Run 1, placed standard cells:
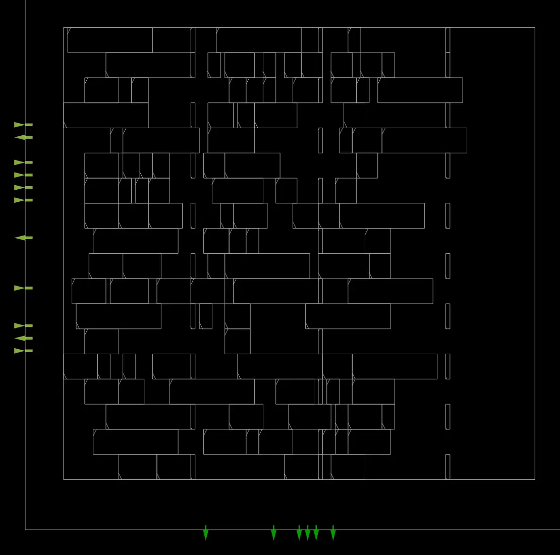
Run 1, drive-strength map:
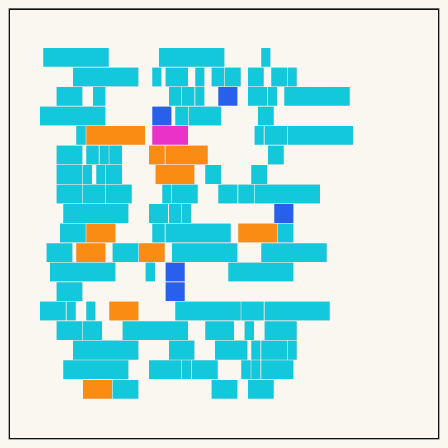
Run 1, I/O pins on the die edge:
Bar = 20 um. Pins as bars across the die edge, other pins in grey.
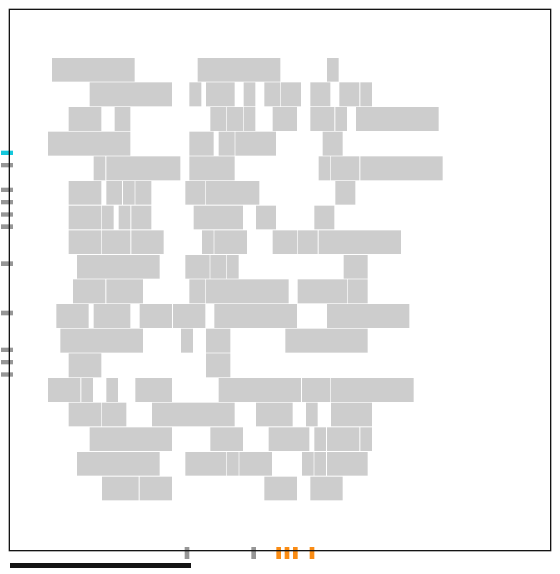
Run 1, placement density heat map:
12 x 12 tiles, from white (low) to dark blue (high), 0 to 100% covered.
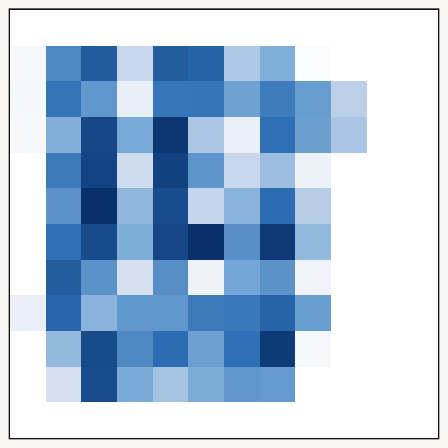
===== config.mk =====
export PLATFORM = sky130hd
export DESIGN_NAME = keypad_scanner
export DESIGN_NICKNAME = d
export VERILOG_FILES = /design/src/rtl/keypad_pkg.sv /design/src/rtl/keypad_scanner_scan_tick_sync.sv /design/src/rtl/keypad_scanner.sv
export SDC_FILE = /design/constraint.sdc
export NUM_CORES = 1
export LEC_CHECK = 0
export ABC_CLOCK_PERIOD_IN_PS = 2740
export CAP_MARGIN = 40
export CORE_MARGIN = 4
export CORE_UTILIZATION = 35
export DETAILED_ROUTE_END_ITERATION = 10
export GPL_ROUTABILITY_DRIVEN = 0
export SLEW_MARGIN = 0
export SYNTH_ARGS = -nofsm -noshare
export SYNTH_HDL_FRONTEND = slang
export SYNTH_SLANG_ARGS = --single-unit
export TNS_END_PERCENT = 1

===== constraint.sdc =====
create_clock -name CLKIN -period 2.74 [get_ports CLKIN]
set_input_delay 0.548 -clock CLKIN [delete_from_list [all_inputs] [get_ports CLKIN]]
set_output_delay 0.548 -clock CLKIN [all_outputs]
set_load 0.03 [all_outputs]

===== src/rtl/keypad_pkg.sv =====
// Shared types and constants for the 4x4 keypad scanner.
// Build option: KEYPAD_OVERRUN_EN (see keypad_scanner.sv).
package keypad_pkg;

   localparam int NUM_COLS = 4;
   localparam int NUM_ROWS = 4;
   localparam logic [3:0] COL_RESET = 4'b1110;

   typedef logic [1:0] kp_state_t;
   localparam kp_state_t SCAN     = 2'd0;
   localparam kp_state_t DEBOUNCE = 2'd1;
   localparam kp_state_t HOLD     = 2'd2;
   localparam kp_state_t RELEASE  = 2'd3;

   // Active-low column drive for a column index: COL_RESET rotated left.
   function automatic logic [3:0] col_drive(input logic [1:0] idx);
      logic [7:0] dbl;
      dbl = {COL_RESET, COL_RESET} << idx;
      return dbl[7:4];
   endfunction

   function automatic logic [1:0] lowest_low_row(input logic [3:0] row);
      logic [1:0] idx;
      idx = 2'd0;
      for (int i = NUM_ROWS - 1; i >= 0; i--) begin
         if (!row[i]) idx = 2'(i);
      end
      return idx;
   endfunction

endpackage


===== src/rtl/keypad_scanner_scan_tick_sync.sv =====
// Brings the divided scan clock into the CLKIN domain as data and
// produces a one-cycle tick on each of its rising edges.
module scan_tick_sync (
   input  logic CLKIN,
   input  logic ACLR,
   input  logic SCANCLK,
   output logic tick
);

   logic sync1_q, sync2_q, sync3_q;

   always_ff @(posedge CLKIN or posedge ACLR) begin
      if (ACLR) begin
         sync1_q <= 1'b0;
         sync2_q <= 1'b0;
         sync3_q <= 1'b0;
      end else begin
         sync1_q <= SCANCLK;
         sync2_q <= sync1_q;
         sync3_q <= sync2_q;
      end
   end

   assign tick = sync2_q & ~sync3_q;

endmodule


===== src/rtl/keypad_scanner.sv =====
// 4x4 keypad scanner: column drive, press/release debounce, valid/ack output.
// Build option: define KEYPAD_OVERRUN_EN to drop keys arriving while one is pending.
//
// state    | meaning
// SCAN     | walking columns, no contact seen
// DEBOUNCE | contact seen, counting stable-low ticks before accepting
// HOLD     | key accepted, waiting for the latched row to go high
// RELEASE  | row high, counting stable-high ticks before rescanning
module keypad_scanner
   import keypad_pkg::*;
#(
   parameter int DEBOUNCE_TICKS = 4
) (
   input  logic       CLKIN,
   input  logic       ACLR,
   input  logic       SCANCLK,
   input  logic [3:0] ROW,
   output logic [3:0] COL,
   output logic [3:0] KEYCODE,
   output logic       KEYVALID,
   input  logic       KEYACK
`ifdef KEYPAD_OVERRUN_EN
   ,
   output logic       OVERRUN
`endif
);

   localparam logic [3:0] DT = 4'(DEBOUNCE_TICKS);

   logic       tick;
   kp_state_t  state_q, state_nxt;
   logic [1:0] col_q, col_nxt;
   logic [1:0] row_q, row_nxt;
   logic [3:0] cnt_q, cnt_nxt;
   logic       accept;
   logic [3:0] key_nxt;
   logic       row_hit;
   logic [3:0] keycode_q;
   logic       keyvalid_q;

   scan_tick_sync u_tick (
      .CLKIN   (CLKIN),
      .ACLR    (ACLR),
      .SCANCLK (SCANCLK),
      .tick    (tick)
   );

   assign row_hit = ~ROW[row_q];

   always_comb begin
      state_nxt = state_q;
      col_nxt   = col_q;
      row_nxt   = row_q;
      cnt_nxt   = cnt_q;
      accept    = 1'b0;
      if (tick) begin
         case (state_q)
            SCAN: begin
               if (ROW != 4'hF) begin
                  row_nxt = lowest_low_row(ROW);
                  if (DT == 4'd1) begin
                     accept    = 1'b1;
                     cnt_nxt   = 4'd0;
                     state_nxt = HOLD;
                  end else begin
                     cnt_nxt   = 4'd1;
                     state_nxt = DEBOUNCE;
                  end
               end else begin
                  col_nxt = col_q + 2'd1;
               end
            end
            DEBOUNCE: begin
               if (row_hit) begin
                  if (cnt_q + 4'd1 == DT) begin
                     accept    = 1'b1;
                     cnt_nxt   = 4'd0;
                     state_nxt = HOLD;
                  end else begin
                     cnt_nxt = cnt_q + 4'd1;
                  end
               end else begin
                  cnt_nxt   = 4'd0;
                  col_nxt   = col_q + 2'd1;
                  state_nxt = SCAN;
               end
            end
            HOLD: begin
               if (!row_hit) begin
                  if (DT == 4'd1) begin
                     cnt_nxt   = 4'd0;
                     col_nxt   = col_q + 2'd1;
                     state_nxt = SCAN;
                  end else begin
                     cnt_nxt   = 4'd1;
                     state_nxt = RELEASE;
                  end
               end
            end
            RELEASE: begin
               // A low blip here returns to HOLD without emitting another key.
               if (!row_hit) begin
                  if (cnt_q + 4'd1 == DT) begin
                     cnt_nxt   = 4'd0;
                     col_nxt   = col_q + 2'd1;
                     state_nxt = SCAN;
                  end else begin
                     cnt_nxt = cnt_q + 4'd1;
                  end
               end else begin
                  cnt_nxt   = 4'd0;
                  state_nxt = HOLD;
               end
            end
            default: begin
               cnt_nxt   = 4'd0;
               state_nxt = SCAN;
            end
         endcase
      end
   end

   assign key_nxt = {row_nxt, col_q};

   always_ff @(posedge CLKIN or posedge ACLR) begin
      if (ACLR) begin
         state_q <= SCAN;
         col_q   <= 2'd0;
         row_q   <= 2'd0;
         cnt_q   <= 4'd0;
      end else begin
         state_q <= state_nxt;
         col_q   <= col_nxt;
         row_q   <= row_nxt;
         cnt_q   <= cnt_nxt;
      end
   end

`ifdef KEYPAD_OVERRUN_EN
   logic overrun_q;

   always_ff @(posedge CLKIN or posedge ACLR) begin
      if (ACLR) begin
         keycode_q  <= 4'd0;
         keyvalid_q <= 1'b0;
         overrun_q  <= 1'b0;
      end else if (accept) begin
         if (keyvalid_q && !KEYACK) begin
            overrun_q <= 1'b1;
         end else begin
            keycode_q  <= key_nxt;
            keyvalid_q <= 1'b1;
         end
      end else if (KEYACK && keyvalid_q) begin
         keyvalid_q <= 1'b0;
      end
   end

   assign OVERRUN = overrun_q;
`else
   always_ff @(posedge CLKIN or posedge ACLR) begin
      if (ACLR) begin
         keycode_q  <= 4'd0;
         keyvalid_q <= 1'b0;
      end else if (accept) begin
         keycode_q  <= key_nxt;
         keyvalid_q <= 1'b1;
      end else if (KEYACK && keyvalid_q) begin
         keyvalid_q <= 1'b0;
      end
   end
`endif

   assign COL      = col_drive(col_q);
   assign KEYCODE  = keycode_q;
   assign KEYVALID = keyvalid_q;

endmodule


==> results.txt, run 1 <==
Flow results are below.

- The worst endpoint required time is 2.19 ns, for reference.
- The leading power group is combinational cells, for reference.
- Counting tap cells, the placed design contains a total of 133 instances.
- Of the combinational cells, the family taking the most area is simple AND/OR/NAND/NOR gates.
- The flip-flop and latch count is 18, for reference.
- In the final layout, multi-input gates take up 36.2% of the cell area.
- TritonCTS built the clock tree.
- Ranked by total cell area, the synthesized netlist is headed by dfrtp_1 48%, ha_1 6.7%, inv_1 5.6%.
- The report counts max-capacitance violations totalling 0.
- The die is 59.6 um wide.
- The detailed router reported a total wirelength of 1720 um.
- Yosys printed 0 warnings.
- The core region is 0.00250 mm^2.
- The buffer-and-inverter tally for the worst setup path is 3, for reference.
- The wire length on met3 is 92 um, for reference.
- The post-detailed-placement half-perimeter wirelength is 1310 um, for reference.
- The flow ran to the end, and the final reports show no timing, DRC or antenna violations.
- STA classifies the critical path endpoint as an output port.
- The fraction of area in registers is 38.2%, for reference.
- Setup repair after global routing left no endpoint under its margin.
- Once layout is complete, the cells apart from fillers number 137.
- The most common logic cells in the final layout are 18 x dfrtp_1, 16 x clkdlybuf4s50_1, 14 x inv_1.
- The clock latency on the worst-skew pair is 0.29 ns, for reference.
- Global routing consumed, over all layers together, 11.7% of the routing resources.
- For this run, design rule violations remaining after detail routing come to 0.
- The cell count in the Yosys report is 86, for reference.
- The pin count of the biggest net entering global routing is 19, for reference.
- The die is 59.6 um tall.
- The clock arrives with 0.00686 ns of skew.
- The number of antenna violations at the first check in global routing is 0, for reference.
- The synthesized netlist handed to floorplanning was reported with a cell count of 86.
- The basic-gate share of the synthesized area counting and, or, nand and nor cells is 15.0%, for reference.
- The share of synthesized area in the top cell type comes to 48.3%.
- The sink of the worst hold path is u_tick.sync2_q, for reference.
- The compound-gate portion of the synthesized area is 11.8%, for reference.
- Of the total power, combinational logic draws 42.7%.
- Global routing consumed, on the met3 layer, 3.27% of the routing resources.
- The worst register-to-register path has a setup slack of 0.79 ns.
- The cell with the largest stage delay on the worst path is clkdlybuf4s50_1, for reference.
- The final timing report lists a hold violation count of 0.
- The headroom to the max-slew limit is 55.1%, for reference.
- Counting pins that exceed their max-slew limit in the final report gives 0.
- Counting only logic cells after layout, the most numerous master is dfrtp_1.
- The transition time recorded at the tightest slew-check pin is 0.673 ns.
- The layout has 18 buffers outside the clock class.
- The final antenna diode tally reported by the flow is 0.
- Port buffering added 16 buffers.
- Per the GRT log, the top usage layer is met2.
- The clock-pin slew reported for the worst setup and hold paths after clock tree synthesis is 0.09 ns, for reference.
- The number of well taps is 30, for reference.
- Before antenna repair, the detailed router went through 4 iterations.
- In this run, synthesis inferred 0 flip-flops with an integrated enable.
- Registers take 450 um^2.
- The number of inverters outside the clock class in the layout is 14, for reference.
- The area overhead of the layout relative to synthesis is 26.3%, for reference.
- The flow reports power dissipated in the clock network as 0.160 mW.
- The via count of the first global-routing pass came to 689.
- The fraction of final cell area spent on non-clock buffers in this run is 14.9%.
- The register bit total from synthesis is 18, for reference.
- The highest clock frequency the design can meet is 441 MHz, for reference.
- The cell with the most instances on the worst path is inv_1, for reference.
- The worst min-delay path category is reg -> reg, for reference.
- The summed negative setup slack over all endpoints is 0 ns, for reference.
- The capturing instance or port of the critical path is COL[0], for reference.
- The detailed router put a total of 794 um of wire on met1.
- The detailed router used layers up to and including met4.
- The clock buffer and inverter area fraction after layout is 3.08%, for reference.
## Picture notes: 'placed standard cells'
std cell rows: 18
fill cell count: 243
core occupancy in the finished layout: 47.1%

## Picture notes: 'drive-strength map'
[_0 and _1 cells] cyan | cells: 91 | share: 85%
[_3 and _4 cells] blue | cells: 5 | share: 4.7%
[_2 cells] orange | cells: 10 | share: 9.3%
[_6 and larger] magenta | cells: 1 | share: 0.93%

## Picture notes: 'I/O pins on the die edge'
[`CLKIN`] cyan | pins: 1 | direction: input | edge: left
[`COL`] orange | pins: 4 | direction: output | edge: bottom

## Picture notes: 'placement density heat map'
densest ninth of the die: middle
mean over tiles: 32%
emptiest ninth of the die: bottom right
tiles over 75% full: 15%

Run 1, close-up of the layout:
Region (35, 35) to (55, 55) um. Cells in grey, sequential cells in the stronger grey; small squares are vias.
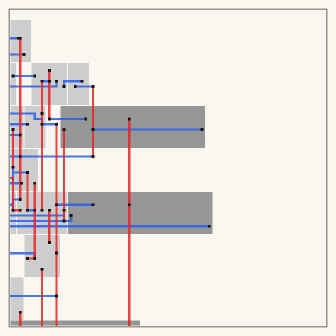

==> run 2, diff against run 1 <==
--- a/config.mk
+++ b/config.mk
@@ -5,7 +5,7 @@
 export SDC_FILE = /design/constraint.sdc
 export NUM_CORES = 1
 export LEC_CHECK = 0
-export ABC_CLOCK_PERIOD_IN_PS = 2740
+export ABC_CLOCK_PERIOD_IN_PS = 2400
 export CAP_MARGIN = 40
 export CORE_MARGIN = 4
 export CORE_UTILIZATION = 35
==> constraint.sdc (replaced) <==
create_clock -name CLKIN -period 2.4 [get_ports CLKIN]
set_input_delay 0.48 -clock CLKIN [delete_from_list [all_inputs] [get_ports CLKIN]]
set_output_delay 0.48 -clock CLKIN [all_outputs]
set_load 0.03 [all_outputs]
Run 2, close-up of the layout:
Region (35, 35) to (55, 55) um. Cells in grey, sequential cells in the stronger grey; small squares are vias.
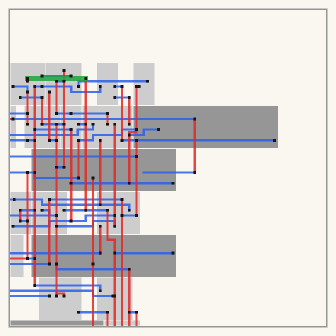
[metal 3] green
[metal 1] blue
[metal 2] red
cells with their middle in the window: 15
netlist names of flops here include: `cnt_q` (2), `state_q` (1)
sequential cells in the window: 3
most frequent: dfrtp_1 (3), nand2_1 (2)

==> results.txt, run 2 <==
Flow results are below.

- Per the final report, max-transition violations number 0.
- After the flow finishes, the layout carries non-filler instances totaling 137.
- Along the critical path, the tally of buffer and inverter instances is 3.
- STA shows the worst min-delay path finishing at u_tick.sync2_q.
- The fill cell total of the finished layout is 233, for reference.
- The beginning of the critical path is col_q[0], for reference.
- The area taken by sequential standard cells is reported as 450 um^2.
- The post-synth count of flops with an enable pin is 0.
- Counting the warning lines in the Yosys log gives 0.
- The number of cells on the worst hold path is 0, for reference.
- The routed via count is 713, for reference.
- Between the synthesized netlist and the finished layout, the area growth was recorded as 26.3%.
- The switching power of the nets is 0.471 mW, for reference.
- The number of well taps is 30, for reference.
- The core region is 0.00250 mm^2.
- The power attributed to the clock group is 0.183 mW, for reference.
- The first TritonRoute pass finished after 4 iterations.
- The count of inserted antenna diode cells is 0, for reference.
- The portion of the layout cell area used by non-clock buffers is 14.9%, for reference.
- The via count of the first global-routing pass was 770.
- In this run the maximum-capacitance check reported violations numbering 0.
- The skew report gives the latency at the later pin of the worst-skew pair as 0.29 ns.
- The worst min-delay path category is reg -> reg, for reference.
- Gates resized during post-CTS repair numbered 0.
- The cell count in the Yosys report is 86, for reference.
- The cell count after placement is 133, for reference.
- The cell-mix breakdown from Yosys lists the compound-gate area share as 11.8%.
- At the worst endpoint, the required time is 1.92 ns.
- The routed metal-1 wirelength is 795 um, for reference.
- After synthesis the netlist holds a flip-flop and latch count of 18.
- The most critical setup path has its endpoint at COL[0].
- Setup repair after global routing left no endpoint under its margin.
- For this run, the total global-route usage over all layers was measured as 12.1%.
- The total of buffers placed on input and output ports is 16, for reference.
- The number of antenna violations at the first check in global routing is 0.
- The first global-routing pass estimated 3270 um of wire.
- Per the synthesis report, the single largest cell type by area occupies 48.3% of cell area.
- The category of the worst setup path capture point is an output port, for reference.
- The met2 routing resource usage after global routing is 21.0%, for reference.
- The root cell of the clock tree is clkbuf_4, for reference.
- The summed negative setup slack over all endpoints is 0 ns, for reference.
- The cell with the most instances on the worst path is inv_1, for reference.
- The run finished with clean final reports.
- The TritonCTS clock tree is yes, for reference.
- The actual transition at the worst max-transition pin is 0.675 ns, for reference.
- The report lists the number of standard-cell rows as 18.
- Counting the inverters off the clock network in the layout gives 14.
- According to the cell report, flip-flops and latches in the layout number 18.
- Looking at the critical path, the single cell with the biggest stage delay is clkdlybuf4s50_1.
- The final routed wirelength across all metal layers is 1740 um, for reference.
- The highest metal layer with signal wires is met4, for reference.
- The most common logic cells in the final layout are 18 x dfrtp_1, 16 x clkdlybuf4s50_1, 14 x inv_1.
- In the global route stage, met3 resource usage came out at 2.61%.
- Per the OpenROAD floorplan log, the width of the die is 59.6 um.
- In this run the vertical extent of the chip is 59.6 um.
- Based on the critical path, the design can be clocked at up to 459 MHz.
- The post-layout utilization of the core is 47.1%, for reference.
- The post-synthesis cell area is 933 um^2, for reference.
- Of the total standard cell area in the layout, the multi-input combinational portion is 36.2%.
- Among the non-sequential cells, simple AND/OR/NAND/NOR gates take the most area.
- In the power breakdown, the biggest contributor is combinational cells.
- The final timing report lists clock skew as 0.00634 ns.
- The number of signal-net buffers in the layout is 18, for reference.
- Per the synthesis report, the simple-gate share of the synthesized area is 15.0%.
- The highest-count logic cell in the final layout is dfrtp_1, for reference.
- The headroom to the max-slew limit is 55.0%, for reference.
- The wire length on met3 is 79 um, for reference.
- The clock-pin slew reported for the worst setup and hold paths after clock tree synthesis is 0.10 ns, for reference.
- The worst-case register-to-register setup slack is 0.54 ns, for reference.
- Hold-check failures listed in the final report amount to 0.
- The instance count of the mapped netlist is 86, for reference.
- The clock buffer and inverter area fraction after layout is 3.08%, for reference.
- In the post-synthesis netlist, the biggest area contributors are dfrtp_1 48%, ha_1 6.7%, inv_1 5.6%.
- The quantity of hold-fixing buffers added after cts is 0, for reference.
- Looking at the power breakdown, combinational cells take 42.4% of the total.
- Cells with a size suffix above 1 make up 15.0% of the layout.
- Global route summary, busiest routing layer listed as met2.
- The post-detailed-placement half-perimeter wirelength is 1340 um, for reference.
- The routed layout reports a DRC error count of 0.
- Per the layout area report, the sequential fraction of cell area is 38.2%.
- Recorded from the global router log, the overflow total was 0.
- The pin count of the biggest net entering global routing is 19, for reference.
Power figures rest on the tool's default switching activity, not on a simulated workload.
